Design shared_ram_rr, sky130hd; sources not shown.
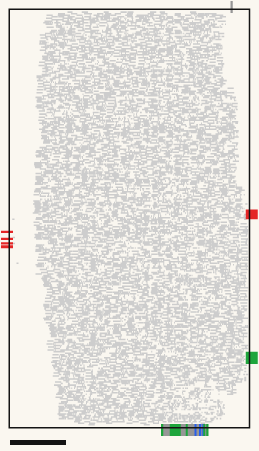
*Ports around the boundary*
Scale bar: 100 µm. Pins as bars across the die edge, other pins in grey.
| colour | port | pins | direction | edge |
|---|---|---|---|---|
| green | address | 32 | input | 18 south, 14 east |
| red | dataOut | 12 | output | 7 east, 5 west |
| blue | rdValid | 4 | output | south |
all pins by edge: 89 south, 21 east, 5 west, 1 north
I/O Buffers: 115
die x size: 426.6 µm
die y size: 745.0 µm

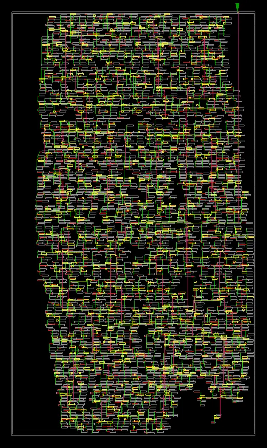
*The clock network*
clk sinks: 3,095
Flops: 3,095
total CTS buffers: 451
clkbuf count: 485

==> job_summary.md <==
### Flow metrics

| Metric | Value |
|---|---|
| Worst-path fanout max | 72 |
| # diodes | 9 |
| GR Overflow Total | 0 |
| Largest class | registers |
| Worst Hold Depth | 2 |
| RSZ-0062 raised after global routing | no |
| Aggregate global-route resource usage | 0.2616 |
| GR met1 Demand/Resource | 0.3076 |
| Top cells by area | edfxtp_1 73%, nand2_1 17%, nand3_1 2.4%, nor2_1 1.8%, buf_2 1.5% |
| Fin worst setup slack | 6.488 ns |
| Post-Syn Nets | 11,430 |
| DRT met1 WL | 158,200 µm |
| DIE AREA | 0.3178 mm² |
| Root buffer selected by CTS | clkbuf_16 |
| Finished Layout Cells | 16,070 |
| Tap cell count | 4,110 |
| Place WS | 5.509 ns |
| Yosys top cell by area | edfxtp_1 |
| DR WL met3 | 23,090 µm |
| Gpl congestion | 0.8793 |
| F_max | 107.4 MHz |
| Final min period | 9.312 ns |
| Seq share, synth | 0.7348 |
| DR iter-0 viols | 7,703 |
| Hold_buf cts | 0 |
| Core box area | 0.3138 mm² |
| MI comb cells | 7,557 |
| Final nets | 11,660 |
| Slowest stage delay, CP | 0.84 ns |
| Cell count along the critical path | 27 |
| Outcome | completed |
| Register Area | 0.09271 mm² |
| Worst Path Arrival | 10.10 ns |
| Post-CTS Setup Bufs | 0 |
| Clock tree buffer depth | 4 |
| ClkCell Share | 0.1071 |
| Hold WS | 0.4514 ns |
| Critical path class | primary input to flop |
| Max reg flops | 3,072 |
| GRT Max-Usage Layer | met2 |
| Largest net degree at the start of global routing | 151 |
| Max Cap Viol | 0 |
| Setup TNS | 0 ns |
| Ys cells | 11,330 |
| Unique cell types | 36 |
| Core Util, Final | 0.4719 |
| R2R cell count | 27 |
| Met3 Usage GRT | 0.03356 |
| Fp_density | 0.4021 |
| WL met2 | 213,500 µm |
| # rows | 272 |
| IO Pins | 116 |
| Startpoint types | primary input |
| Cell Area, Placed | 0.1320 mm² |
| R2R setup slack | 7.81 ns |
| CP required | 16.59 ns |
| CTS tree | yes |
| Slew Limit Headroom | 0.06201 |
| Final Setup Violations | 0 |
| Most numerous logic cells after layout | 5,847 x nand2_1, 3,072 x edfxtp_1, 601 x nand3_1 |
| Signal inverters | 95 |
| YS chip area | 0.1262 mm² |
| Synthesis-to-finish area growth | 17.36% |
| Mean Syn Cell Area | 11.14 µm² |
| Avg Vias per Cell | 5.260 |
| Worst skew pair latency | 0.97 ns |
| Synth flops | 3,095 |
| Combinational share of cell area | 0.2069 |
| Worst hold path class | flop to flop |
| Critical path endpoint category | flop |
| First-pass GRT wire length | 600,300 µm |
| Mapped Area | 0.1262 mm² |
| Initial antenna violation count | 22 |
| Yosys warns | 0 |
| Final hold violation count | 0 |
| WP buf/inv | 6 |
| Mapped Cells | 11,330 |
| CP top delay family | simple AND/OR/NAND/NOR gates |
| Worst Tran Pin Value | 1.407 ns |
| Grt met2 use | 0.4597 |
| Residual DRC | 0 |
| Share of cells above drive strength 1 | 0.1030 |
| Sequential share of cell area | 0.6261 |
| Critical Path Slowest Stage Cell | buf_4 |
| Fill cells | 28,460 |
| Critical path's most frequent cell | nand2_1 |
| OpenROAD warnings | 96 |
| Data-path buffer share of cell area in the final layout | 0.02257 |
| Post-Route WL | 421,100 µm |
| DP Cell Count | 15,210 |
| DRT Pass-1 Iters | 5 |
| Vias in the first global route | 84,430 |
[cells in the mapped netlist, drive strengths merged]
library cell	count
nand3	605
o21bai	1
o211ai	1
nor2	614
dfxtp	23
nand4	62
a21oi	145
and2	1
a31oi	2
nor3	4
a311o	1
ha	4
o21ai	242
a32oi	4
a22oi	1
edfxtp	3072
buf	466
o22ai	12
nand2	5858
clkbuf	118
inv	95
[cells by family (layout without fill, tap and decap cells)]
group / count (synthesis) / after routing / synth area share
adders and majority gates: 4 / 4 / 0.0003967
DFF: 3095 / 3095 / 0.7348
buffers and inverters: 679 / 1295 / 0.02697
other: 0 / 9 / 0
AOI/OAI and AO/OA: 409 / 409 / 0.01712
and+or+nand+nor: 7144 / 7144 / 0.2208
